[src/rtl/muldiv_unit_if.sv]
`default_nettype none
// ============================================================================
// Module : muldiv_unit_if
// Brief  : Request/result bundle between the execute stage and muldiv_unit.
// Rev    : 1.0
// ============================================================================
interface muldiv_unit_if #(
   parameter int XLEN = 32
);
   logic            req;
   logic            kill;
   logic [2:0]      op;
   logic [XLEN-1:0] rs1_val;
   logic [XLEN-1:0] rs2_val;
   logic            busy;
   logic            done;
   logic [XLEN-1:0] result;
   logic            stall;

   modport master (
      output req, kill, op, rs1_val, rs2_val,
      input  busy, done, result, stall
   );

   modport slave (
      input  req, kill, op, rs1_val, rs2_val,
      output busy, done, result, stall
   );
endinterface
`default_nettype wire

[src/rtl/muldiv_unit.sv]
`default_nettype none
// ============================================================================
// Module : muldiv_unit
// Brief  : Iterative RV32M multiply/divide unit (shift-add / restoring divide).
// Rev    : 1.0
// ============================================================================
module muldiv_unit #(
   parameter int XLEN  = 32,
   parameter int CNT_W = $clog2(XLEN) + 1
) (
   input  logic         clk,
   input  logic         rst,
   muldiv_unit_if.slave bus
);

   localparam logic [CNT_W-1:0] c_ITERS = CNT_W'(XLEN);
   localparam logic [CNT_W-1:0] c_LAST  = CNT_W'(1);
   localparam logic [XLEN-1:0]  c_MIN   = {1'b1, {(XLEN-1){1'b0}}};

   typedef enum logic [1:0] {
      S_IDLE = 2'd0,
      S_CALC = 2'd1,
      S_DONE = 2'd2
   } state_t;

   state_t            r_state;
   logic [2:0]        r_op;
   logic              r_neg_a;
   logic              r_neg_b;
   logic [XLEN-1:0]   r_b;
   logic [2*XLEN-1:0] r_acc;
   logic [CNT_W-1:0]  r_cnt;
   logic              r_busy;
   logic              r_done;
   logic [XLEN-1:0]   r_result;

   // Operand decode in IDLE
   logic            w_sign_a, w_sign_b, w_neg_a, w_neg_b;
   logic [XLEN-1:0] w_abs_a, w_abs_b;
   logic            w_div_zero, w_ovf;
   logic [XLEN-1:0] w_special;

   assign w_sign_a   = bus.op[2] ? ~bus.op[0] : (bus.op[1:0] != 2'b11);
   assign w_sign_b   = bus.op[2] ? ~bus.op[0] : ~bus.op[1];
   assign w_neg_a    = w_sign_a & bus.rs1_val[XLEN-1];
   assign w_neg_b    = w_sign_b & bus.rs2_val[XLEN-1];
   assign w_abs_a    = w_neg_a ? -bus.rs1_val : bus.rs1_val;
   assign w_abs_b    = w_neg_b ? -bus.rs2_val : bus.rs2_val;
   assign w_div_zero = bus.op[2] & (bus.rs2_val == '0);
   assign w_ovf      = bus.op[2] & ~bus.op[0] & (bus.rs1_val == c_MIN) & (bus.rs2_val == '1);
   // op[1] separates REM/REMU from DIV/DIVU
   assign w_special  = w_div_zero ? (bus.op[1] ? bus.rs1_val : '1)
                                  : (bus.op[1] ? '0 : c_MIN);

   // One iteration: multiply holds {partial_hi, multiplier}, divide holds {rem, dividend/quotient}
   logic [XLEN:0]     w_mul_sum;
   logic [XLEN:0]     w_sh_rem;
   logic [XLEN:0]     w_trial;
   logic [2*XLEN-1:0] w_mul_nxt, w_div_nxt, w_acc_nxt;

   assign w_mul_sum = {1'b0, r_acc[2*XLEN-1:XLEN]} + (r_acc[0] ? {1'b0, r_b} : '0);
   assign w_mul_nxt = {w_mul_sum, r_acc[XLEN-1:1]};
   assign w_sh_rem  = r_acc[2*XLEN-1:XLEN-1];
   assign w_trial   = w_sh_rem - {1'b0, r_b};
   assign w_div_nxt = {(w_trial[XLEN] ? w_sh_rem[XLEN-1:0] : w_trial[XLEN-1:0]),
                       r_acc[XLEN-2:0], ~w_trial[XLEN]};
   assign w_acc_nxt = r_op[2] ? w_div_nxt : w_mul_nxt;

   // Sign fixup on the final iteration's value
   logic [2*XLEN-1:0] w_prod;
   logic [XLEN-1:0]   w_quot, w_rem, w_final;

   assign w_prod = (r_neg_a ^ r_neg_b) ? -w_acc_nxt : w_acc_nxt;
   assign w_quot = (r_neg_a ^ r_neg_b) ? -w_acc_nxt[XLEN-1:0] : w_acc_nxt[XLEN-1:0];
   assign w_rem  = r_neg_a ? -w_acc_nxt[2*XLEN-1:XLEN] : w_acc_nxt[2*XLEN-1:XLEN];

   always_comb begin
      w_final = w_prod[XLEN-1:0];
      case (r_op)
         3'b000:                 w_final = w_prod[XLEN-1:0];
         3'b001, 3'b010, 3'b011: w_final = w_prod[2*XLEN-1:XLEN];
         3'b100, 3'b101:         w_final = w_quot;
         default:                w_final = w_rem;
      endcase
   end

   always_ff @(posedge clk or posedge rst) begin
      if (rst) begin
         r_state  <= S_IDLE;
         r_op     <= '0;
         r_neg_a  <= 1'b0;
         r_neg_b  <= 1'b0;
         r_b      <= '0;
         r_acc    <= '0;
         r_cnt    <= '0;
         r_busy   <= 1'b0;
         r_done   <= 1'b0;
         r_result <= '0;
      end else begin
         r_done <= 1'b0;
         case (r_state)
            S_IDLE: begin
               if (bus.req && !bus.kill) begin
                  r_op    <= bus.op;
                  r_neg_a <= w_neg_a;
                  r_neg_b <= w_neg_b;
                  r_cnt   <= c_ITERS;
                  if (bus.op[2]) begin
                     r_b   <= w_abs_b;
                     r_acc <= {{XLEN{1'b0}}, w_abs_a};
                  end else begin
                     r_b   <= w_abs_a;
                     r_acc <= {{XLEN{1'b0}}, w_abs_b};
                  end
                  if (w_div_zero || w_ovf) begin
                     r_state  <= S_DONE;
                     r_done   <= 1'b1;
                     r_result <= w_special;
                  end else begin
                     r_state <= S_CALC;
                     r_busy  <= 1'b1;
                  end
               end
            end
            S_CALC: begin
               if (bus.kill) begin
                  r_state <= S_IDLE;
                  r_busy  <= 1'b0;
               end else begin
                  r_acc <= w_acc_nxt;
                  r_cnt <= r_cnt - c_LAST;
                  if (r_cnt == c_LAST) begin
                     r_state  <= S_DONE;
                     r_busy   <= 1'b0;
                     r_done   <= 1'b1;
                     r_result <= w_final;
                  end
               end
            end
            default: begin
               r_state <= S_IDLE;
            end
         endcase
      end
   end

   assign bus.busy   = r_busy;
   assign bus.done   = r_done;
   assign bus.result = r_result;
   assign bus.stall  = bus.req & ~r_done;

endmodule
`default_nettype wire

[src/flat_wrapper.sv]
// flat-port wrapper written by rule: the top's interface ports become plain ports
module muldiv_unit_flat 
#(
   parameter int XLEN  = 32,
   parameter int CNT_W = $clog2(XLEN) + 1
)
  (clk, rst, bus_req, bus_kill, bus_op, bus_rs1_val, bus_rs2_val, bus_busy, bus_done, bus_result, bus_stall);
  muldiv_unit_if #(.XLEN(XLEN)) bus_i ();
  input  logic clk;
  input  logic rst;
  input wire logic [$bits(bus_i.req)-1:0] bus_req;
  input wire logic [$bits(bus_i.kill)-1:0] bus_kill;
  input wire logic [$bits(bus_i.op)-1:0] bus_op;
  input wire logic [$bits(bus_i.rs1_val)-1:0] bus_rs1_val;
  input wire logic [$bits(bus_i.rs2_val)-1:0] bus_rs2_val;
  output wire logic [$bits(bus_i.busy)-1:0] bus_busy;
  output wire logic [$bits(bus_i.done)-1:0] bus_done;
  output wire logic [$bits(bus_i.result)-1:0] bus_result;
  output wire logic [$bits(bus_i.stall)-1:0] bus_stall;
  assign bus_i.req = bus_req;
  assign bus_i.kill = bus_kill;
  assign bus_i.op = bus_op;
  assign bus_i.rs1_val = bus_rs1_val;
  assign bus_i.rs2_val = bus_rs2_val;
  assign bus_busy = bus_i.busy;
  assign bus_done = bus_i.done;
  assign bus_result = bus_i.result;
  assign bus_stall = bus_i.stall;
  muldiv_unit #(.XLEN(XLEN), .CNT_W(CNT_W)) u_core (.clk(clk), .rst(rst), .bus(bus_i));
endmodule
[config.mk]
export PLATFORM = sky130hd
export DESIGN_NAME = muldiv_unit_flat
export DESIGN_NICKNAME = d
export VERILOG_FILES = /design/src/rtl/muldiv_unit_if.sv /design/src/rtl/muldiv_unit.sv /design/src/flat_wrapper.sv
export SDC_FILE = /design/constraint.sdc
export NUM_CORES = 1
export LEC_CHECK = 0
export CAP_MARGIN = 20
export CORE_MARGIN = 10
export CORE_UTILIZATION = 30
export CTS_CLUSTER_SIZE = 24
export DETAILED_ROUTE_END_ITERATION = 12
export PLACE_DENSITY_LB_ADDON = 0.1
export SLEW_MARGIN = 25
export SYNTH_ARGS = -nofsm -noshare
export SYNTH_HDL_FRONTEND = slang
export SYNTH_SLANG_ARGS = --single-unit
export TNS_END_PERCENT = 5
[constraint.sdc]
create_clock -name clk -period 5.25 [get_ports clk]
set_clock_uncertainty 0.15 [all_clocks]
set_input_delay 1.3125 -clock clk [delete_from_list [all_inputs] [get_ports clk]]
set_output_delay 1.3125 -clock clk [all_outputs]
set_load 0.05 [all_outputs]
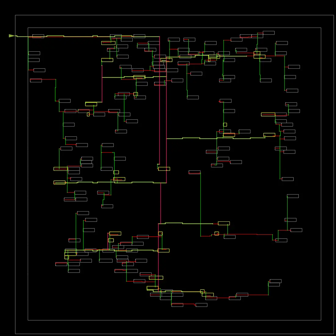
Run 1: clock wiring as the flow saved it
TritonCTS buffer count: 17
clk pwr: 1.41 mW
clk latency late pin: 0.50 ns
Flops: 143

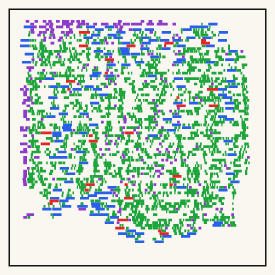
Run 1: cells colored by class
Drawn at 1 px/um.
remaining buffers and delay cells -> purple  # cells 256
remaining logic cells -> green  # cells 2,027
clock drivers and dummy loads -> red  # cells 32
registers -> blue  # cells 143

==> impl_metrics.tcl, run 1 <==
# implementation run metrics
set metrics [dict create \
    postLayoutCellArea_sq_um 19800 \
    clockNetworkAreaShare_pct 3.23 \
    cts_tree "built" \
    use_met1_pct 32.5 \
    yosysTopAreaCell "dfrtp_1" \
    swShare_pct 56.4 \
    met2_usage_pct 37.5 \
    critical_path_arrival_ns 5.26 \
    nets 2589 \
    finalPower_mw 14.6 \
    ys_seq_share_pct 21.6 \
    synth_area_sq_um 16600 \
    dr_wl_met2_um 35600 \
    hold_end "u_core.bus.result[2]" \
    synthTopCellsByCount "nand2_1 (282), nor2_1 (252), a21oi_1 (221)" \
    reg2regPathDepth 22 \
    ys_cells 2312 \
    leakagePower_nw 8.12 \
    final_util_pct 36.2 \
    synthMuxAreaShare_pct 2.92 \
    worstPathRequired_ns 5.48 \
    max_slew.worst_pin.slew_ns 1.05 \
    num_rows 86 \
    power-top-group "combinational cells" \
    first_iter_violations 1780 \
    ys_sh_simple_pct 25.7 \
    drtAntennaViolNets 0 \
    cp_max_fo 7 \
    grt_antenna_before_repair 6 \
    hpwl_um 63500 \
    syn_inst 2312 \
    fillers 5927 \
    p_seq_share_pct 14.8 \
    hold_buffers 0 \
    core_sq_um 54900 \
    wirelength_um 79400 \
    status "completed" \
    r2r_start "u_core.r_acc[31]" \
    dieWidth_um 255 \
    maxSlewViolCount 0 \
    timing.rr.end "u_core.bus.result[6]" \
    clk_pin_slew_ns 0.07 \
    top_area_share_pct 21.6 \
    initCoreUtil_pct 30.2 \
    whs_ns 0.338 \
    well_tap_count 704 \
    comb.multi_input.count 1949 \
    use_met3_pct 4.76 \
    routabilityCongestion 0.981 \
    num-nonclk-buffers 256 \
    ys_types 106 \
    warning_count 31 \
    grt_start_max_net_pins 144 \
    edf_count 0 \
    io_buffers 105 \
    track_usage_pct 24.0 \
    dpl_cell_area_sq_um 19100 \
    num_vias 18254 \
    die-height_um 255 \
    hold_violations 0 \
    synth.most_common_cell "nand2_1" \
]
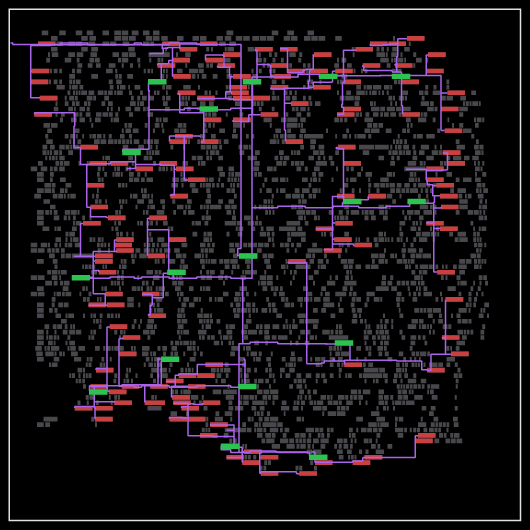
Run 1: routed clock nets over the placement
Drawn at 2 px/um.
clock-net drivers -> green  # count 17
clock wires -> purple  # length 2,940 um
flip-flops -> red  # count 143
routed clock nets = 18

-- run 1: worst max-delay path: stages, from the launching register on --
cell	delay (ns)
dfrtp_1	0.37
inv_1	0.06
ha_1	0.15
inv_1	0.05
fa_1	0.44
a211o_4	0.40
and3_4	0.20
o211ai_4	0.22
a21boi_4	0.14
o31ai_2	0.25
nor2_1	0.17
a21oi_2	0.15
ha_1	0.20
nand2_1	0.09
nor2_1	0.19
nand3_2	0.18
nor2_4	0.23
a41oi_1	0.18
a22o_1	0.27
mux2i_2	0.22
o21ai_2	0.15
a221oi_1	0.35
nor2_1	0.07
-- run 1: cell usage in the layout, fill, tap and decap left out, types with 15 or more instances in the layout --
master / instances
nand3_1: 75
a21o_1: 31
xnor2_1: 93
mux2i_1: 36
nand2_1: 282
a211oi_1: 33
ha_1: 71
nor3_1: 56
nor4_1: 20
inv_1: 76
and2_1: 47
and3_1: 15
o21ai_0: 211
a21oi_1: 216
o21ai_1: 18
o31ai_1: 22
xor2_1: 75
nand2b_1: 18
nor2_1: 248
nand4_1: 33
o211ai_1: 28
a31oi_1: 37
clkdlybuf4s50_1: 104
dfrtp_1: 142
buf_4: 149
clkbuf_16: 17
-- run 1: registers in the layout, indices dropped and copies added, names as in the netlist --
name               count
u_core.r_acc          64
u_core.bus.result     32
u_core.r_b            32
u_core.r_cnt           6
u_core.r_op            3
u_core.r_state         2
u_core.bus.busy        1
u_core.bus.done        1
u_core.r_neg_a         1
u_core.r_neg_b         1
-- run 1: timing repair --
item,4_1_cts,5_1_grt
gates cloned,0,0
pin swaps,0,7
endpoints found under the hold margin,0,0
endpoints found under the setup margin,1,21
setup buffers,0,2
resized,2,27
==> run 2, diff against run 1 <==
Settings changed: ABC_CLOCK_PERIOD_IN_PS set to 5250, GPL_ROUTABILITY_DRIVEN set to 0.
==> run 2 against run 1 <==
Non-clock buffer count fell by 6. Core utilization fell by 0.13 points. Hold slack improved by 0.0095 ns. Global-route usage fell by 0.47 points. Worst setup slack got worse by 0.052 ns. Sequential share of layout area rose by 0.077 points. Largest cell class unchanged. Largest power group unchanged. Highest routed layer is now met4.
==> impl_metrics.tcl, run 2 <==
# implementation run metrics
set metrics [dict create \
    vdd_drop_max_mv 0.258 \
    insertion_delay_ns 0.50 \
    postLayoutCellArea_sq_um 19800 \
    worstPathRequired_ns 5.48 \
    route.detailed.drc 0 \
    hold_end "u_core.bus.result[7]" \
    lay_top_count "nand2_1" \
    track_usage_pct 23.6 \
    nets 2583 \
    cts_buffers 17 \
    grt_antenna_before_repair 1 \
    cts_sinks 143 \
    wl_per_cell_um 24.5 \
    vias_per_cell 5.76 \
    overflow 0 \
    leakagePower_nw 8.07 \
    max_slew.worst_pin.slew_ns 0.998 \
    hpwl_um 62000 \
    ys_cells 2312 \
    synthTopCellsByCount "nand2_1 (282), nor2_1 (252), a21oi_1 (221)" \
    maxSlewHeadroom_pct 32.7 \
    final-setup-viol-count 0 \
    dieWidth_um 255 \
    cts_tree "built" \
    topCombFamilyByArea "AND-OR/OR-AND gates" \
    num_vias 18193 \
    r2r_start "u_core.r_acc[50]" \
    rsz0062_at_grt "true" \
    maxSlewViolCount 0 \
    max_freq_ghz 0.197 \
    grt_first_pass_wirelength_um 114000 \
    wirelength_um 77400 \
    edf_count 0 \
    top_area_share_pct 21.6 \
    fin_cells 3157 \
    whs_ns 0.347 \
    crit_start "u_core.r_acc[50]" \
    hold_buffers 0 \
    die-height_um 255 \
    io_buffers 105 \
    end_kind "flip-flop" \
    drtAntennaViolNets 0 \
    holdCritPathClass "flip-flop to flip-flop" \
    ys_seq_share_pct 21.6 \
    finalCriticalPeriod_ns 5.07 \
    crit_chain "ha_1, nand2_1, o21ai_4, a211oi_4, o31ai_4, o21ai_4, buf_4, a211oi_1, o21ai_0, a211o_1, nor4_4, nand3b_4, nand2_1, xor2_1, a222oi_1, buf_4, o21ai_0" \
    syn_inst 2312 \
    yosysChipArea_sq_um 16600 \
    grt_start_max_net_pins 100 \
    finalPower_mw 14.3 \
    status "completed" \
    grt_pass1_vias 17223 \
    critical_path_arrival_ns 5.30 \
    ys_sh_adder_pct 5.61 \
    drt-pass1-iter-count 6 \
    ff_type "dfrtp_1" \
    area_growth_pct 19.5 \
    clk_pin_slew_ns 0.07 \
    lay_top_cells "nand2_1 (282), nor2_1 (248), a21oi_1 (216)" \
    fillers 5878 \
    crit_slowest_cell "o31ai_4" \
    synth_area_sq_um 16600 \
    first_iter_violations 1814 \
    ys_seq_elements 143 \
    timing.rr.end "u_core.bus.result[23]" \
    critical_path.max_stage_delay_ns 0.56 \
    top_register "u_core.r_acc" \
    dpl_cell_area_sq_um 19000 \
    path_class "flip-flop to flip-flop" \
    initCoreUtil_pct 30.2 \
    yosysTopAreaCell "dfrtp_1" \
    timing.hold.worst.start "u_core.bus.result[7]" \
    num_rows 86 \
    cp_max_fo 8 \
    hold_violations 0 \
    warning_count 29 \
    reg2regPathDepth 17 \
    synthMuxAreaShare_pct 2.92 \
    ys_types 106 \
    ys_sh_simple_pct 25.7 \
    largest_reg_flops 64 \
    synth.most_common_cell "nand2_1" \
    cts_buffer_depth 2 \
    avgSynthCellArea_sq_um 7.16 \
]
run 2: cell types whose count changed in the layout (fill, tap and decap cells not counted), moves of 2 or more:
cell       before  now
ha_2            0    5
bufinv_16       4    2
clkinv_4        2    4
ha_1           71   66
o21ai_4         1    3
dfrtp_2         0    2
buf_4         149  144
dfrtp_1       142  140
o21ai_2         5    2
run 2: power by group:
| part | switching, mW | internal, mW | leakage [nW] |
|---|---|---|---|
| Clock | 0.586 | 0.732 | 0.292 |
| Combinational | 6.91 | 3.94 | 6.01 |
| Sequential | 0.589 | 1.56 | 1.77 |
run 2: what timing repair did:
action / CTS / global route
pin swaps: 1 / 4
endpoints found under the setup margin: 1 / 23
resized: 0 / 36
buffers inserted: 0 / 2
run 2: cell type report:
cell class / count / area [sq um] / area share (%)
diodes: 1 / 2.50 / 0.0127
clock buffers: 19 / 453 / 2.29
clock inverters: 13 / 153 / 0.772
inverters: 78 / 297 / 1.50
multi-input cells: 1949 / 12200 / 61.9
flip-flops and latches: 143 / 3580 / 18.1
well taps: 704 / 881 / 4.45
repair buffers: 250 / 2160 / 10.9
run 2: cell families after synthesis:
kind of cell             after synthesis
adder cells (fa/ha/maj)               73
multiplexers                          47
AND/OR/NAND/NOR                      886
XOR/XNOR                             170
flip-flops                           143
buffers and inverters                220
AND-OR/OR-AND                        773
run 2: critical path: cells and delay by family, from the launching register on:
kind / cells / cell delay [ns]
compound gates: 9 / 2.67
simple gates: 4 / 0.67
flops: 1 / 0.47
fa+ha+maj: 1 / 0.49
xor+xnor: 1 / 0.06
buf+inv: 2 / 0.42
run 2: metal layers:
layer  global-route usage [%]  wire length [um]  part of all wire [%]
met4                     8.79              2730                   3.5
met2                     36.6             34500                    45
met3                     3.97              4930                   6.4
met5                        0                 0                     0
met1                     32.3             35300                    46
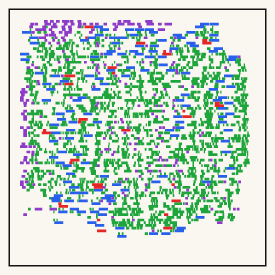
Run 2: cells colored by class
Drawn at 1 px/um.
Finished Core Util: 36.0%
Seq area share: 18.1%
core area: 54,900 sq um

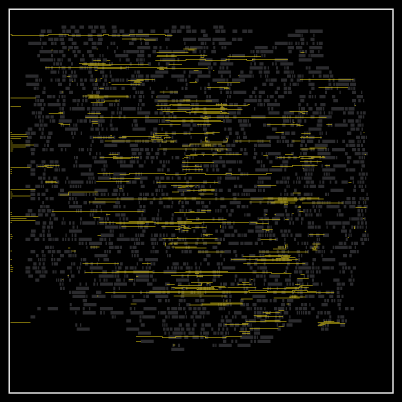
Run 2: metal 3
Drawn at 1.5 px/um. Cells faint in the background.
main direction = horizontal
share of all routed wire = 6.4%
nets with wire on the layer = 277
longest straight run = 161 um
wire length on this layer = 4,930 um

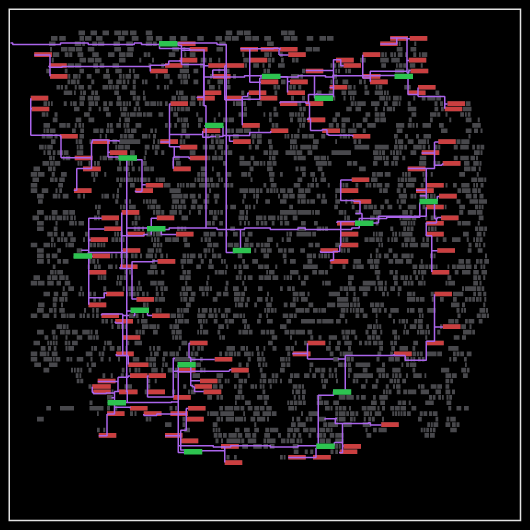
Run 2: routed clock nets over the placement
Drawn at 2 px/um.
clock network power share: 9.2%
clk pwr: 1.32 mW

==> run 3, diff against run 2 <==
Settings changed: CTS_CLUSTER_SIZE 24 to 8.
==> run 3 against run 2 <==
Cell area stayed put. First-iteration DRC count unchanged. Clock power about the same. Largest cell class unchanged. Largest power group unchanged.
==> impl_metrics.tcl, run 3 <==
# implementation run metrics
set metrics [dict create \
    status "completed" \
    well_tap_count 704 \
    initCoreUtil_pct 30.2 \
    reg2regPathDepth 17 \
    dieWidth_um 255 \
    maxSlewViolCount 0 \
    cp_max_fo 8 \
    cts_tree "built" \
    final_util_pct 36.0 \
    max_freq_ghz 0.197 \
    r2r_start "u_core.r_acc[50]" \
    core_sq_um 54900 \
    warning_count 29 \
    rsz0062_at_grt "true" \
    top_area_share_pct 21.6 \
    grt_first_pass_wirelength_um 114000 \
    syn_inst 2312 \
    fillers 5878 \
    ys_cells 2312 \
    die-height_um 255 \
    clk_pin_slew_ns 0.07 \
    wl_per_cell_um 24.5 \
    lay_top_count "nand2_1" \
    track_usage_pct 23.6 \
    cts_buffer_depth 2 \
    synthTopCellsByCount "nand2_1 (282), nor2_1 (252), a21oi_1 (221)" \
    yosysChipArea_sq_um 16600 \
    critical_path_arrival_ns 5.30 \
    seq_area_sq_um 3580 \
    ff_type "dfrtp_1" \
    comb_area_share_pct 61.9 \
    crit_start "u_core.r_acc[50]" \
    route.detailed.drc 0 \
    largest_reg_flops 64 \
    num-nonclk-buffers 250 \
    grt_start_max_net_pins 100 \
    edf_count 0 \
    ys_types 106 \
    yosysTopAreaCell "dfrtp_1" \
    synth_area_sq_um 16600 \
    postCtsSetupRepairBufs 0 \
    crit_chain "ha_1, nand2_1, o21ai_4, a211oi_4, o31ai_4, o21ai_4, buf_4, a211oi_1, o21ai_0, a211o_1, nor4_4, nand3b_4, nand2_1, xor2_1, a222oi_1, buf_4, o21ai_0" \
    grt_antenna_before_repair 1 \
    vias_per_cell 5.76 \
    final-setup-viol-count 0 \
    insertion_delay_ns 0.50 \
    finalPower_mw 14.3 \
    inv_count 78 \
    crit_slowest_cell "o31ai_4" \
    comb.multi_input.count 1949 \
    drt-pass1-iter-count 6 \
    largest_class "logic gates" \
    first_iter_violations 1814 \
    end_kind "flip-flop" \
    cts_buffers 17 \
    n_antenna_cell 1 \
    lay_top_cells "nand2_1 (282), nor2_1 (248), a21oi_1 (216)" \
    ys_seq_elements 143 \
    ys_seq_share_pct 21.6 \
    leakagePower_nw 8.07 \
    critical_path.max_stage_delay_ns 0.56 \
    avgSynthCellArea_sq_um 7.16 \
    num_rows 86 \
    holdCritPathClass "flip-flop to flip-flop" \
    hold_violations 0 \
    nets 2583 \
    seq_share_pct 18.1 \
    dpl_cell_area_sq_um 19000 \
    area_growth_pct 19.5 \
    postLayoutCellArea_sq_um 19800 \
    max_slew.worst_pin.slew_ns 0.998 \
    ff_count 143 \
    top_register "u_core.r_acc" \
    fin_cells 3157 \
    maxSlewHeadroom_pct 32.7 \
    cts_resized 0 \
    synth.most_common_cell "nand2_1" \
    hpwl_um 62000 \
    overflow 0 \
    vdd_drop_max_mv 0.258 \
    buf_share_pct 10.9 \
]
run 3: power breakdown:
group | internal (mW) | switching (mW)
Combinational | 3.94 | 6.91
Sequential | 1.56 | 0.589
Clock | 0.732 | 0.586
run 3: routing by layer:
layer / global-route usage, % / vias up / wire [um] / share of wire, %
met4: 8.79 / 0 / 2730 / 3.5
met2: 36.6 / 662 / 34500 / 45
li1: - / 8643 / - / -
met1: 32.3 / 8798 / 35300 / 46
met5: 0 / - / 0 / 0
met3: 3.97 / 90 / 4930 / 6.4
run 3: worst max-delay path: cells and delay by family (launching register included):
| kind | cells | cell delay [ns] |
|---|---|---|
| simple gates | 4 | 0.67 |
| flops | 1 | 0.47 |
| buf+inv | 2 | 0.42 |
| xor+xnor | 1 | 0.06 |
| fa+ha+maj | 1 | 0.49 |
| compound gates | 9 | 2.67 |
run 3: kinds of logic (layout without fill, tap and decap cells):
family	after synthesis	after routing	synth area share, %
buffers and inverters	220	360	5.41
AND/OR/NAND/NOR	886	886	25.7
adder cells (fa/ha/maj)	73	73	5.61
AND-OR/OR-AND	773	773	29.8
multiplexers	47	47	2.92
flip-flops	143	143	21.6
XOR/XNOR	170	170	9.00
other	0	1	0
run 3: worst min path at each step:
| stage | startpoint | end | slack (ns) | cells past startpoint |
|---|---|---|---|---|
| floorplan | u_core.r_b[11] | u_core.r_b[11] | 0.31 | 2 |
| global placement | u_core.bus.result[2] | u_core.bus.result[2] | 0.33 | 2 |
| detailed placement | u_core.bus.result[7] | u_core.bus.result[7] | 0.34 | 2 |
| CTS | u_core.bus.result[7] | u_core.bus.result[7] | 0.35 | 2 |
| global route | u_core.bus.result[10] | u_core.bus.result[10] | 0.39 | 2 |
| finish | u_core.bus.result[7] | u_core.bus.result[7] | 0.35 | 2 |
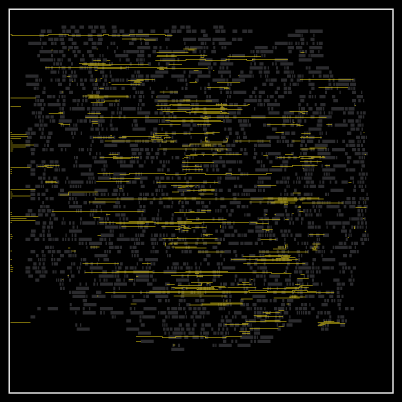
Run 3: metal 3
Drawn at 1.5 px/um. Cells faint in the background.
Routed WL: 77,400 um
DR vias: 18,193
GRT met3 Usage: 3.97%

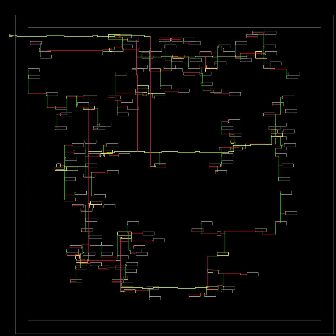
Run 3: clock wiring as the flow saved it
# clk buffers: 19
Sinks on Clock Net: 143

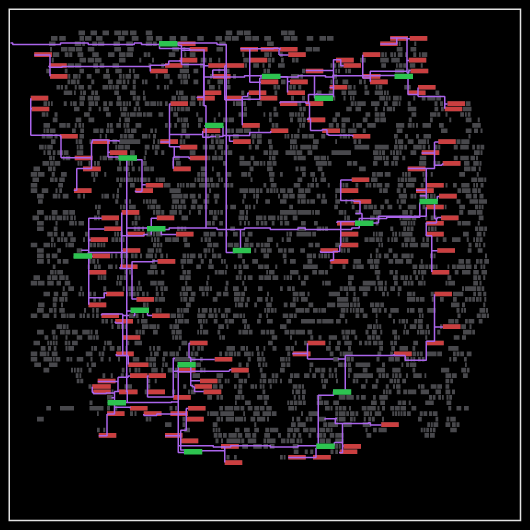
Run 3: routed clock nets over the placement
Drawn at 2 px/um.
clock wires -> purple  # length 2,780 um
clock-net drivers -> green  # count 17
flip-flops -> red  # count 143
routed clock nets = 18

Power is estimated from default activity; no workload was simulated.
